## src/rtl/div_issue_ctrl_if.sv

```systemverilog
// EX-stage / divider / HI-LO signal bundle for div_issue_ctrl.
// slave = controller view, master = surrounding pipeline, divider and HI/LO file.
interface div_issue_ctrl_if;
   logic        ex_div_req;
   logic        ex_div_signed;
   logic [31:0] ex_opa;
   logic [31:0] ex_opb;
   logic        ex_advance;
   logic        flush;
   logic        div_start;
   logic        div_unsigned;
   logic [31:0] div_opa;
   logic [31:0] div_opb;
   logic [63:0] div_result;
   logic        div_done;
   logic        stall_req;
   logic        hilo_we;
   logic [31:0] hi_wdata;
   logic [31:0] lo_wdata;
   logic        div_timeout;

   modport slave (
      input  ex_div_req, ex_div_signed, ex_opa, ex_opb, ex_advance, flush,
             div_result, div_done,
      output div_start, div_unsigned, div_opa, div_opb, stall_req,
             hilo_we, hi_wdata, lo_wdata, div_timeout
   );

   modport master (
      output ex_div_req, ex_div_signed, ex_opa, ex_opb, ex_advance, flush,
             div_result, div_done,
      input  div_start, div_unsigned, div_opa, div_opb, stall_req,
             hilo_we, hi_wdata, lo_wdata, div_timeout
   );
endinterface

```

## src/rtl/div_issue_ctrl.sv

```systemverilog
// EX-stage issue controller for the iterative divider: latches operands, stalls EX until done, writes HI/LO.
// Optional DIV_ZERO_FAST_EN: divide-by-zero bypasses the divider and completes in one cycle.
module div_issue_ctrl #(
   parameter int unsigned DIV_CYCLES = 36,
   parameter int unsigned WDOG_SLACK = 4
) (
   input  logic            clock,
   input  logic            reset,
   div_issue_ctrl_if.slave bus
);
   localparam int unsigned WDOG_LIMIT = DIV_CYCLES + WDOG_SLACK;
   localparam int unsigned CW         = $clog2(WDOG_LIMIT + 1);

   typedef enum logic [1:0] {IDLE, BUSY, DONE} state_t;

   state_t        state, state_nxt;
   logic [CW-1:0] wdog_cnt;
   logic          wdog_hit;
   logic          fast_zero;
   logic          issue;
   logic          write_nxt;
   logic          timeout_set;
   logic          stall;
   logic          start;

   logic          uns_q;
   logic [31:0]   opa_q;
   logic [31:0]   opb_q;
   logic          we_q;
   logic [31:0]   hi_q;
   logic [31:0]   lo_q;
   logic          timeout_q;

`ifdef DIV_ZERO_FAST_EN
   assign fast_zero = (bus.ex_opb == '0);
`else
   assign fast_zero = 1'b0;
`endif

   // wdog_cnt counts completed BUSY cycles, so this is the last permitted BUSY cycle
   assign wdog_hit = (wdog_cnt == CW'(WDOG_LIMIT - 1));

   always_ff @(posedge clock or negedge reset) begin
      if (!reset) state <= IDLE;
      else        state <= state_nxt;
   end

   always_comb begin
      state_nxt   = state;
      stall       = 1'b0;
      start       = 1'b0;
      issue       = 1'b0;
      write_nxt   = 1'b0;
      timeout_set = 1'b0;
      case (state)
         IDLE: begin
            stall = bus.ex_div_req & ~bus.flush;
            if (bus.ex_div_req && !bus.flush) begin
               issue     = 1'b1;
               write_nxt = fast_zero;
               state_nxt = fast_zero ? DONE : BUSY;
            end
         end
         BUSY: begin
            stall = 1'b1;
            start = 1'b1;
            // flush beats a simultaneous done; done beats the watchdog
            if (bus.flush) begin
               state_nxt = IDLE;
            end else if (bus.div_done) begin
               write_nxt = 1'b1;
               state_nxt = DONE;
            end else if (wdog_hit) begin
               timeout_set = 1'b1;
               state_nxt   = IDLE;
            end
         end
         DONE: begin
            if (bus.ex_advance || bus.flush) state_nxt = IDLE;
         end
         default: state_nxt = IDLE;
      endcase
   end

   always_ff @(posedge clock or negedge reset) begin
      if (!reset) begin
         wdog_cnt  <= '0;
         uns_q     <= 1'b0;
         opa_q     <= '0;
         opb_q     <= '0;
         we_q      <= 1'b0;
         hi_q      <= '0;
         lo_q      <= '0;
         timeout_q <= 1'b0;
      end else begin
         wdog_cnt <= (state == BUSY) ? wdog_cnt + CW'(1) : '0;
         we_q     <= write_nxt;
         if (issue) begin
            opa_q <= bus.ex_opa;
            opb_q <= bus.ex_opb;
            uns_q <= ~bus.ex_div_signed;
         end
         if (write_nxt) begin
            if (state == IDLE) begin
               hi_q <= bus.ex_opa;
               lo_q <= '1;
            end else begin
               hi_q <= bus.div_result[63:32];
               lo_q <= bus.div_result[31:0];
            end
         end
         if (timeout_set) timeout_q <= 1'b1;
      end
   end

   assign bus.stall_req    = stall;
   assign bus.div_start    = start;
   assign bus.div_unsigned = uns_q;
   assign bus.div_opa      = opa_q;
   assign bus.div_opb      = opb_q;
   assign bus.hilo_we      = we_q;
   assign bus.hi_wdata     = hi_q;
   assign bus.lo_wdata     = lo_q;
   assign bus.div_timeout  = timeout_q;
endmodule

```

## src/flat_wrapper.sv

```systemverilog
// flat-port wrapper written by rule: the top's interface ports become plain ports
module div_issue_ctrl_flat 
#(
   parameter int unsigned DIV_CYCLES = 36,
   parameter int unsigned WDOG_SLACK = 4
)
  (clock, reset, bus_ex_div_req, bus_ex_div_signed, bus_ex_opa, bus_ex_opb, bus_ex_advance, bus_flush, bus_div_result, bus_div_done, bus_div_start, bus_div_unsigned, bus_div_opa, bus_div_opb, bus_stall_req, bus_hilo_we, bus_hi_wdata, bus_lo_wdata, bus_div_timeout);
  div_issue_ctrl_if bus_i ();
  input  logic clock;
  input  logic reset;
  input wire logic [$bits(bus_i.ex_div_req)-1:0] bus_ex_div_req;
  input wire logic [$bits(bus_i.ex_div_signed)-1:0] bus_ex_div_signed;
  input wire logic [$bits(bus_i.ex_opa)-1:0] bus_ex_opa;
  input wire logic [$bits(bus_i.ex_opb)-1:0] bus_ex_opb;
  input wire logic [$bits(bus_i.ex_advance)-1:0] bus_ex_advance;
  input wire logic [$bits(bus_i.flush)-1:0] bus_flush;
  input wire logic [$bits(bus_i.div_result)-1:0] bus_div_result;
  input wire logic [$bits(bus_i.div_done)-1:0] bus_div_done;
  output wire logic [$bits(bus_i.div_start)-1:0] bus_div_start;
  output wire logic [$bits(bus_i.div_unsigned)-1:0] bus_div_unsigned;
  output wire logic [$bits(bus_i.div_opa)-1:0] bus_div_opa;
  output wire logic [$bits(bus_i.div_opb)-1:0] bus_div_opb;
  output wire logic [$bits(bus_i.stall_req)-1:0] bus_stall_req;
  output wire logic [$bits(bus_i.hilo_we)-1:0] bus_hilo_we;
  output wire logic [$bits(bus_i.hi_wdata)-1:0] bus_hi_wdata;
  output wire logic [$bits(bus_i.lo_wdata)-1:0] bus_lo_wdata;
  output wire logic [$bits(bus_i.div_timeout)-1:0] bus_div_timeout;
  assign bus_i.ex_div_req = bus_ex_div_req;
  assign bus_i.ex_div_signed = bus_ex_div_signed;
  assign bus_i.ex_opa = bus_ex_opa;
  assign bus_i.ex_opb = bus_ex_opb;
  assign bus_i.ex_advance = bus_ex_advance;
  assign bus_i.flush = bus_flush;
  assign bus_i.div_result = bus_div_result;
  assign bus_i.div_done = bus_div_done;
  assign bus_div_start = bus_i.div_start;
  assign bus_div_unsigned = bus_i.div_unsigned;
  assign bus_div_opa = bus_i.div_opa;
  assign bus_div_opb = bus_i.div_opb;
  assign bus_stall_req = bus_i.stall_req;
  assign bus_hilo_we = bus_i.hilo_we;
  assign bus_hi_wdata = bus_i.hi_wdata;
  assign bus_lo_wdata = bus_i.lo_wdata;
  assign bus_div_timeout = bus_i.div_timeout;
  div_issue_ctrl #(.DIV_CYCLES(DIV_CYCLES), .WDOG_SLACK(WDOG_SLACK)) u_core (.clock(clock), .reset(reset), .bus(bus_i));
endmodule
```

## config.mk

```make
export PLATFORM = sky130hd
export DESIGN_NAME = div_issue_ctrl_flat
export DESIGN_NICKNAME = d
export VERILOG_FILES = /design/src/rtl/div_issue_ctrl_if.sv /design/src/rtl/div_issue_ctrl.sv /design/src/flat_wrapper.sv
export SDC_FILE = /design/constraint.sdc
export NUM_CORES = 1
export LEC_CHECK = 0
export ABC_AREA = 1
export CAP_MARGIN = 15
export CORE_MARGIN = 4
export CORE_UTILIZATION = 45
export CTS_BUF_LIST = sky130_fd_sc_hd__clkbuf_4 sky130_fd_sc_hd__clkbuf_8
export DETAILED_ROUTE_END_ITERATION = 8
export PLACE_DENSITY = 0.95
export SLEW_MARGIN = 25
export SYNTH_ARGS = -nofsm -noshare
export SYNTH_HDL_FRONTEND = slang
export SYNTH_SLANG_ARGS = --single-unit
```

## constraint.sdc

```tcl
create_clock -name clock -period 3 [get_ports clock]
set_input_delay 0.3 -clock clock [delete_from_list [all_inputs] [get_ports clock]]
set_output_delay 0.3 -clock clock [all_outputs]
set_load 0.02 [all_outputs]
```

run_1/registers.png
Scale bar: 20 microns. Other sequential cells in the stronger grey, the rest of the logic in the fainter grey.
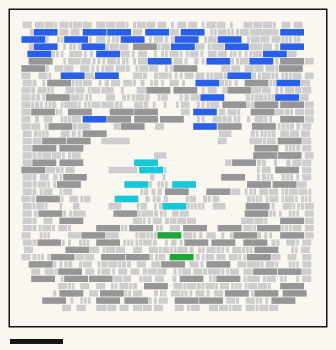
u_core.wdog_cnt: shown in cyan, placed flops 6, where centre. u_core.state: shown in green, placed flops 2. u_core.bus.div_opb: shown in blue, placed flops 32, where a band across the top.

run_1/final_congestion.png
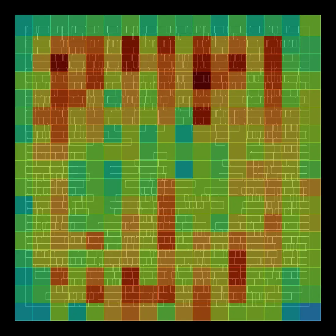
Core Util, Final: 72.4%
GRT Util Overall: 24.2%

run_1/cell_classes.png
Scale bar: 20 microns.
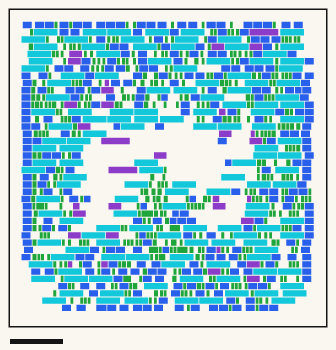
clock drivers and dummy loads: shown in purple, cells 32, share of their area 5.0%. flip-flops: shown in cyan, cells 139, share of their area 41%. all other logic: shown in green, cells 447, share of their area 21%. other buffers and delay cells: shown in blue, cells 279, share of their area 33%.
fraction of area in registers: 40.1%
final instance area: 8670 sq um
core region area: 12,000 sq um
row count: 40

==> run 1: synth_stat cells (all sizes together) <==
master and n:
dfrtp 139, buf 24, o21ai 16, nand3 4
o31ai 1, nor2 35, nand2 320, inv 13
ha 1, nor3 3, a21oi 54, clkbuf 7
==> run 1: stage by stage <==
step / utilization [%] / total power, uW / setup slack, ns / hold WS [ns] / cells
floorplan: - / 3550 / 1.54 / 0.00441 / 617
global placement: 68.8 / 4770 / 0.981 / 0.382 / 1011
detailed placement: 68.8 / 4850 / 0.882 / 0.389 / 1011
CTS: 72.4 / 6450 / 0.827 / 0.366 / 1044
global route: 72.4 / 6710 / 0.757 / 0.378 / 1044
finish: 72.4 / 6390 / 0.867 / 0.402 / 1044
==> flow_summary.ini, run 1 <==
; physical design summary
[synth]
yosysUniqueCellTypes = 20
top_area_cell = dfrtp_1

[cells_and_area]
inverters = 13
final_nets = 1020
fillers = 841
buffers = 279
comb_share_pct = 20.4
nClkBuffers = 20
drive_above_1_share_pct = 5.69

[sta]
rsz0062_at_grt = false
period_needed_ns = 2.13
finalSetupTns_ns = 0

[pwr]
internal-power_uw = 4260
clk-power_uw = 1580

[die]
die_h_microns = 119
tapCellCount = 147
dieWidth_microns = 119
io_pins = 268

[clocking]
cts_made_buffers = 17
postCtsSetupBuffers = 0

[critical_path]
crit_path_end = bus_div_start
cp-start-kind = flip-flop
crit_slowest_cell = clkdlybuf4s50_1
worstSetupStartpoint = u_core.state[1]$_DFFE_PN0P_
rr_worst_depth = 7

[hold_path]
min_from = bus_div_result[9]
min_path_cells = 3

[run_status]
status = finished clean

[drt]
vias_per_cell = 4.87

[place]
gp_congestion = 0.788
--- run 2 (diff from run 1) ---
CORE_UTILIZATION = 42   (was 45)
PLACE_DENSITY = 0.91   (was 0.95)
clock period = 2.11 ns   (was 3 ns; I/O delays follow)
==> run 2 against run 1 <==
- critical path depth is the same
- area after synthesis unchanged
- synthesized cell count stayed put
- worst setup slack worse by 0.76 ns
- count of clock-buffer cells in the layout increased by 5
- via count about the same
- critical path type unchanged
==> flow_summary.ini, run 2 <==
; physical design summary
[critical_path]
rr_worst_depth = 7
crit_slowest_cell = clkdlybuf4s50_1
worstSetupStartpoint = u_core.state[1]$_DFFE_PN0P_
cp-start-kind = flip-flop
crit_path_end = bus_stall_req

[sta]
rsz0062_at_grt = false
finalSetupTns_ns = 0
holdWs_ns = 0.302
timing.final.ws_setup_ns = 0.103

[synth]
yosys-top-cells-count = nand2_1, dfrtp_1, a21oi_1
top_area_cell = dfrtp_1
edf_count = 0
yosysUniqueCellTypes = 20
ys.flop_type = dfrtp_1
async_flop_share_pct = 100

[place]
dp_cells = 1037
dp_slack_ns = 0.330

[clocking]
postCtsSetupBuffers = 0
cts_made_buffers = 17

[cells_and_area]
buffers = 280
fillers = 991
final_nets = 1021
sh_seq_area_pct = 39.8
drive_above_1_share_pct = 5.69
inverters = 13

[drt]
vias_per_cell = 4.75

[die]
die_h_microns = 122
tapCellCount = 172
core_sq_um = 12700
io_pins = 268

[pwr]
internal-power_uw = 6090
power_uw = 9060

[hold_path]
min_from = bus_ex_opb[12]

[grt]
track_usage_pct = 22.4

[run_status]
status = finished clean
run 2: cell counts after synthesis:
No cell type changed its count.
run 2: logic make-up (layout without fill, tap and decap cells):
kind of cell             after synthesis  count (layout)
adder cells (fa/ha/maj)                1               1
AND-OR/OR-AND                         71              71
AND/OR/NAND/NOR                      362             362
flip-flops                           139             139
buffers and inverters                 44             324
run 2: worst max-delay path: cells and delay by family (launching register included):
| family | cells | cell delay, ns |
|---|---|---|
| buf+inv | 2 | 0.71 |
| flops | 1 | 0.43 |
| simple gates | 2 | 0.22 |
run 2: power groups by stage:
stage | registers [uW] | clock network [uW] | logic [uW]
final | 3620 | 2230 | 3210
after global routing | 3690 | 2420 | 3420
after CTS | 3620 | 2280 | 3250
after detailed placement | 3660 | 0 | 3240
after global placement | 3630 | 0 | 3170
after floorplan | 4410 | 0 | 642
run_2/final_congestion.png
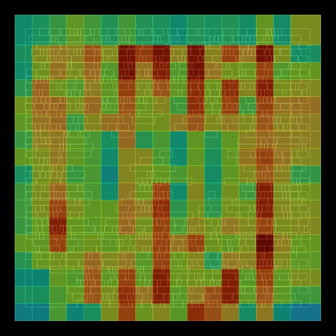
GRT met3 Usage: 7.93%
GR met2 Demand/Resource: 38.7%
GR Layer Usage met1: 24.8%
WL/cell: 15.7 microns

No activity file was given, so power comes from the tool's default toggle rates.
